===== config.mk =====
export PLATFORM = sky130hd
export DESIGN_NAME = hazard_ctrl
export DESIGN_NICKNAME = d
export VERILOG_FILES = /design/src/rtl/hazard_ctrl_pkg.sv /design/src/rtl/hazard_ctrl_sat_counter.sv /design/src/rtl/hazard_ctrl.sv
export SDC_FILE = /design/constraint.sdc
export NUM_CORES = 1
export LEC_CHECK = 0
export ABC_AREA = 1
export CAP_MARGIN = 10
export CELL_PAD_IN_SITES_DETAIL_PLACEMENT = 0
export CELL_PAD_IN_SITES_GLOBAL_PLACEMENT = 1
export CORE_MARGIN = 2
export CORE_UTILIZATION = 40
export CTS_BUF_LIST = sky130_fd_sc_hd__clkbuf_8
export DETAILED_ROUTE_END_ITERATION = 7
export GPL_TIMING_DRIVEN = 0
export PLACE_DENSITY_LB_ADDON = 0.15
export SYNTH_ARGS = -nofsm -noshare
export SYNTH_HDL_FRONTEND = slang
export SYNTH_HIERARCHICAL = 1
export SYNTH_SLANG_ARGS = --single-unit
export TNS_END_PERCENT = 100

===== constraint.sdc =====
create_clock -name clk -period 3.83 [get_ports clk]
set_input_delay 0.766 -clock clk [delete_from_list [all_inputs] [get_ports clk]]
set_output_delay 0.766 -clock clk [all_outputs]
set_load 0.01 [all_outputs]

===== src/rtl/hazard_ctrl_pkg.sv =====
// Shared encodings for the pipeline hazard controller: forwarding selects
// and sequencer states.
package hazard_ctrl_pkg;

    localparam logic [1:0] FWD_REG = 2'b00;
    localparam logic [1:0] FWD_WB  = 2'b01;
    localparam logic [1:0] FWD_MEM = 2'b10;

    typedef enum logic {
        RUN     = 1'b0,
        MD_BUSY = 1'b1
    } state_t;

    // MEM is the younger producer, so it beats WB when both match.
    function automatic logic [1:0] fwd_sel(input logic mem_hit, input logic wb_hit);
        if (mem_hit)
            return FWD_MEM;
        else if (wb_hit)
            return FWD_WB;
        else
            return FWD_REG;
    endfunction

endpackage


===== src/rtl/hazard_ctrl_sat_counter.sv =====
// Saturating up-counter with synchronous clear (clear beats increment)
// and asynchronous active-low reset.
module sat_counter #(
    parameter int W = 32
) (
    input  logic         clk,
    input  logic         reset,
    input  logic         inc,
    input  logic         clr,
    output logic [W-1:0] count
);

    always_ff @(posedge clk or negedge reset) begin
        if (!reset)
            count <= '0;
        else if (clr)
            count <= '0;
        else if (inc && (count != '1))
            count <= count + 1'b1;
    end

endmodule


===== src/rtl/hazard_ctrl.sv =====
// Pipeline sequencer for the 5-stage core: load-use stalls, redirect
// flushes, mul/div hold with watchdog, operand forwarding and perf counters.
module hazard_ctrl
    import hazard_ctrl_pkg::*;
#(
    parameter int REG_W      = 5,
    parameter int CNT_W      = 32,
    parameter int MD_TIMEOUT = 64
) (
    input  logic             clk,
    input  logic             reset,
    input  logic [REG_W-1:0] Rs1D,
    input  logic [REG_W-1:0] Rs2D,
    input  logic [REG_W-1:0] Rs1E,
    input  logic [REG_W-1:0] Rs2E,
    input  logic [REG_W-1:0] RD_E,
    input  logic             MemReadE,
    input  logic [REG_W-1:0] RD_M,
    input  logic             RegWriteM,
    input  logic [REG_W-1:0] RD_W,
    input  logic             RegWriteW,
    input  logic             PCSrcE,
    input  logic             MdStartE,
    input  logic             MdDoneE,
    input  logic             CntClr,
    output logic             StallF,
    output logic             StallD,
    output logic             StallE,
    output logic             FlushD,
    output logic             FlushE,
    output logic             FlushM,
    output logic [1:0]       ForwardAE,
    output logic [1:0]       ForwardBE,
    output logic [CNT_W-1:0] StallCnt,
    output logic [CNT_W-1:0] FlushCnt,
    output logic             MdTimeout,
    output logic             state_dbg
);

    localparam int WD_W = $clog2(MD_TIMEOUT + 1);

    state_t            state;
    state_t            state_nxt;
    logic [WD_W-1:0]   wd_cnt;
    logic [WD_W-1:0]   wd_inc;
    logic              wd_hit;
    logic              md_enter;
    logic              load_use;
    logic              flush_inc;
    logic              md_timeout_q;

    assign load_use = MemReadE && (RD_E != '0) && ((RD_E == Rs1D) || (RD_E == Rs2D));
    assign md_enter = (state == RUN) && MdStartE && !MdDoneE;
    assign wd_inc   = wd_cnt + WD_W'(1);
    assign wd_hit   = (state == MD_BUSY) && (wd_inc == WD_W'(MD_TIMEOUT));

    assign MdTimeout = md_timeout_q;
    assign state_dbg = logic'(state);

    always_comb begin
        state_nxt = state;
        StallF    = 1'b0;
        StallD    = 1'b0;
        StallE    = 1'b0;
        FlushD    = 1'b0;
        FlushE    = 1'b0;
        FlushM    = 1'b0;
        flush_inc = 1'b0;
        ForwardAE = FWD_REG;
        ForwardBE = FWD_REG;

        if (!reset) begin
            // Bubble every stage register while the core is held in reset.
            FlushD = 1'b1;
            FlushE = 1'b1;
            FlushM = 1'b1;
        end else begin
            ForwardAE = fwd_sel(RegWriteM && (RD_M != '0) && (RD_M == Rs1E),
                                RegWriteW && (RD_W != '0) && (RD_W == Rs1E));
            ForwardBE = fwd_sel(RegWriteM && (RD_M != '0) && (RD_M == Rs2E),
                                RegWriteW && (RD_W != '0) && (RD_W == Rs2E));
            case (state)
                RUN: begin
                    if (MdStartE && !MdDoneE) begin
                        StallF    = 1'b1;
                        StallD    = 1'b1;
                        StallE    = 1'b1;
                        FlushM    = 1'b1;
                        state_nxt = MD_BUSY;
                    end else if (MdStartE) begin
                        // Single-cycle mul/div: proceeds like any ALU op.
                        state_nxt = RUN;
                    end else if (PCSrcE) begin
                        // Redirect squashes the ID instruction, so any load-use is moot.
                        FlushD    = 1'b1;
                        FlushE    = 1'b1;
                        flush_inc = 1'b1;
                    end else if (load_use) begin
                        StallF = 1'b1;
                        StallD = 1'b1;
                        FlushE = 1'b1;
                    end
                end
                MD_BUSY: begin
                    if (MdDoneE) begin
                        state_nxt = RUN;
                    end else begin
                        StallF = 1'b1;
                        StallD = 1'b1;
                        StallE = 1'b1;
                        FlushM = 1'b1;
                    end
                end
                default: state_nxt = RUN;
            endcase
        end
    end

    always_ff @(posedge clk or negedge reset) begin
        if (!reset) begin
            state        <= RUN;
            wd_cnt       <= '0;
            md_timeout_q <= 1'b0;
        end else begin
            state <= state_nxt;
            // Watchdog saturates at MD_TIMEOUT; the flag is what stays sticky.
            if (md_enter)
                wd_cnt <= WD_W'(1);
            else if ((state == MD_BUSY) && (wd_cnt != WD_W'(MD_TIMEOUT)))
                wd_cnt <= wd_inc;
            if (CntClr)
                md_timeout_q <= 1'b0;
            else if (wd_hit)
                md_timeout_q <= 1'b1;
        end
    end

    sat_counter #(.W(CNT_W)) u_stall_cnt (
        .clk   (clk),
        .reset (reset),
        .inc   (StallF),
        .clr   (CntClr),
        .count (StallCnt)
    );

    sat_counter #(.W(CNT_W)) u_flush_cnt (
        .clk   (clk),
        .reset (reset),
        .inc   (flush_inc),
        .clr   (CntClr),
        .count (FlushCnt)
    );

endmodule


==> Flow_metrics.wiki, run 1 <==
== Implementation results ==
{| class="wikitable"
! Metric !! Value
|-
| Most used routing layer || met2
|-
| # DRC || 0
|-
| Setup TNS Final || 0 ps
|-
| Maximum number of pins on one net before global-route repair || 59
|-
| Status || finished clean
|-
| Via count of the first global-routing pass || 5417
|-
| DRC marker count from the first detailed-route iteration || 362
|-
| Least-Margin Pin Slew || 701 ps
|-
| Fraction of the mapped netlist area in adder cells || 1.34%
|-
| Required time of the worst setup path || 3060 ps
|-
| Number of distinct standard cells referenced by the synthesized netlist || 35
|-
| Proportion of power drawn by combinational gates || 18.8%
|-
| Via-per-instance ratio || 4.86
|-
| TritonCTS clock tree || done
|-
| Slew Viols, Final || 0
|-
| Uppermost metal layer occupied by signal nets || met4
|-
| Number of nets in the synthesized netlist || 925
|-
| XOR/XNOR share of the synthesized area || 6.40%
|-
| Slack of the worst reg-to-reg path || 1330 ps
|-
| Mean cell area of the mapped netlist || 6.41 µm²
|-
| Number of flip-flops and latches in the synthesized netlist || 73
|-
| Maximum vdd ir drop || 189 µV
|-
| Finished layout cell area || 7260 µm²
|-
| Sequential cells || 73
|-
| Cells after synthesis || 875
|-
| Post-CTS setup buffer count || 0
|-
| Cell with the largest stage delay on the worst path || sky130_fd_sc_hd__clkdlybuf4s50_1
|-
| Sequential group power || 843 µW
|-
| Ranking of synthesized cells by instance count || sky130_fd_sc_hd__nand2_1 (322), sky130_fd_sc_hd__nor2_1 (132), sky130_fd_sc_hd__inv_1 (86)
|-
| Core Region || 13800 µm²
|-
| Iteration tally of the first detailed-router pass || 5
|-
| Number of I/O pins || 120
|-
| Type of the worst setup path || in2out
|-
| Die X || 122 µm
|-
| Mapped cell area || 5610 µm²
|-
| Length of routed met2 wiring || 7280 µm
|-
| Total via count in the routed design || 5790
|-
| Met1 Routed Length || 8120 µm
|}
Figure 1. Pin placement (run 1).
Scale: 4 px per µm. Pins as bars across the die edge, other pins in grey.
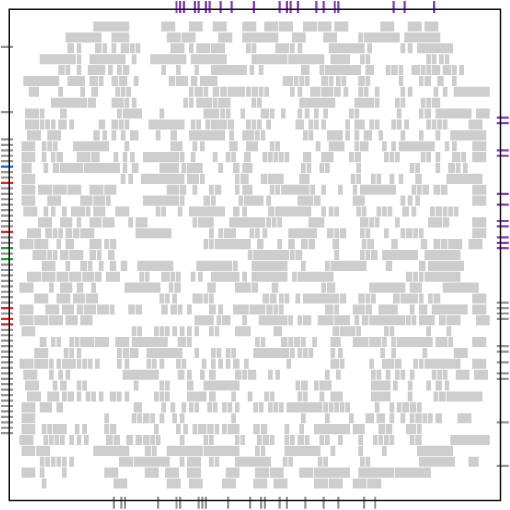
- Rs2E: red (pins 5; direction input; edge left)
- StallCnt: purple (pins 32; direction output; edge 21 top, 11 right)
- StallF: blue (pins 1; direction output; edge left)
- ForwardAE: green (pins 2; direction output; edge left)
- all pins by edge: 57 left, 22 right, 21 top, 20 bottom

Figure 2. Routing congestion (run 1).
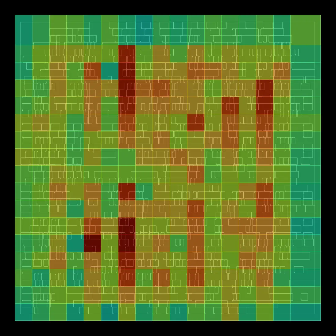
DR WL/cell: 13.8 µm
met1 layer usage reported by global route: 31.7%
GR Util met2: 35.6%
post-layout utilization of the core: 52.7%

Figure 3. Logic cells by family (run 1).
Scale: 2 px per µm.
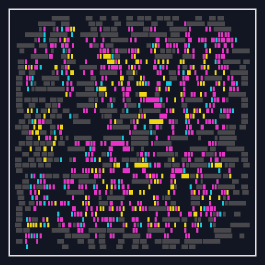
- nor cells: yellow (cells 156; most used nor2_1; where spread over the die)
- inv cells: cyan (cells 90; most used inv_1; where spread over the die)
- nand cells: magenta (cells 437; most used nand2_1; where spread over the die)
Top cell excl fill/tap: sky130_fd_sc_hd__nand2_1
final cell count without fillers: 1191
share of cell area taken by multi-input logic gates: 45.9%

--- run 2 (diff from run 1) ---
CAP_MARGIN = 30   (was 10)
Figure 4. A small window of the routed layout (run 2).
Region (49, 24) to (74, 49) µm. Cells in grey, sequential cells in the stronger grey; small squares are vias.
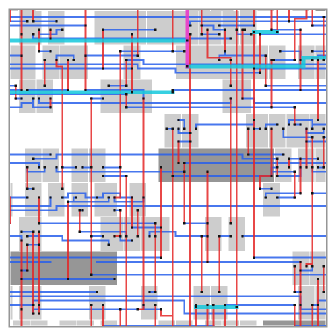
- M3: cyan
- M1: blue
- M2: red
- M4: magenta
- cells with their middle in the window: 53
- sequential cells in the window: 2
- most frequent: nand2_1 (19), nor2_1 (11), nand3_1 (7)
- netlist names of flops here include: u_flush_cnt/count (2)

Figure 5. Logic cells by family (run 2).
Scale: 2 px per µm.
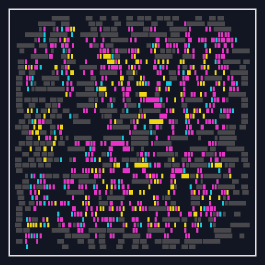
- nand cells: magenta (cells 437; most used nand2_1; where spread over the die)
- inv cells: cyan (cells 90; most used inv_1; where spread over the die)
- nor cells: yellow (cells 156; most used nor2_1; where spread over the die)

Figure 6. Register map, names as in the netlist (run 2).
Scale: 2 px per µm.
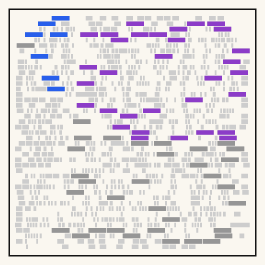
- u_stall_cnt/count: purple (placed flops 32)
- wd_cnt: blue (placed flops 7; where top left)
sequential cell area share: 25.2%
register area: 1830 µm²
sequential group power: 843 µW

==> Flow_metrics.wiki, run 2 <==
== Implementation results ==
{| class="wikitable"
! Metric !! Value
|-
| Total via count in the routed design || 5790 (unchanged)
|-
| TritonCTS clock tree || done (unchanged)
|-
| DRC marker count from the first detailed-route iteration || 362 (unchanged)
|-
| Status || finished clean (unchanged)
|-
| Type of the worst setup path || in2out (unchanged)
|-
| Maximum number of pins on one net before global-route repair || 59 (unchanged)
|-
| Via-per-instance ratio || 4.86 (unchanged)
|-
| Number of distinct standard cells referenced by the synthesized netlist || 35 (unchanged)
|-
| Slack of the worst reg-to-reg path || 1330 ps (about the same)
|-
| Iteration tally of the first detailed-router pass || 5 (unchanged)
|-
| Core Region || 13800 µm² (unchanged)
|-
| Post-CTS setup buffer count || 0 (unchanged)
|-
| XOR/XNOR share of the synthesized area || 6.40% (unchanged)
|-
| Most used routing layer || met2 (unchanged)
|-
| Fraction of the mapped netlist area in adder cells || 1.34% (unchanged)
|-
| Setup TNS Final || 0 ps (unchanged)
|-
| Met1 layer usage reported by global route || 31.7% (unchanged)
|-
| DR WL/cell || 13.8 µm (unchanged)
|-
| Mean cell area of the mapped netlist || 6.41 µm² (unchanged)
|-
| GR Util met2 || 35.6% (unchanged)
|-
| Least-Margin Pin Slew || 701 ps (unchanged)
|-
| Number of flip-flops and latches in the synthesized netlist || 73 (unchanged)
|-
| Required time of the worst setup path || 3060 ps (about the same)
|-
| Maximum vdd ir drop || 189 µV (unchanged)
|-
| Top cell excl fill/tap || sky130_fd_sc_hd__nand2_1 (unchanged)
|-
| Share of cell area taken by multi-input logic gates || 45.9% (unchanged)
|-
| Cells after synthesis || 875 (unchanged)
|-
| Cell with the largest stage delay on the worst path || sky130_fd_sc_hd__clkdlybuf4s50_1 (unchanged)
|-
| # DRC || 0 (unchanged)
|-
| Post-layout utilization of the core || 52.7% (unchanged)
|-
| Uppermost metal layer occupied by signal nets || met4 (unchanged)
|-
| Number of I/O pins || 120 (unchanged)
|-
| Met1 Routed Length || 8120 µm (unchanged)
|}
No activity file was given, so power comes from the tool's default toggle rates.
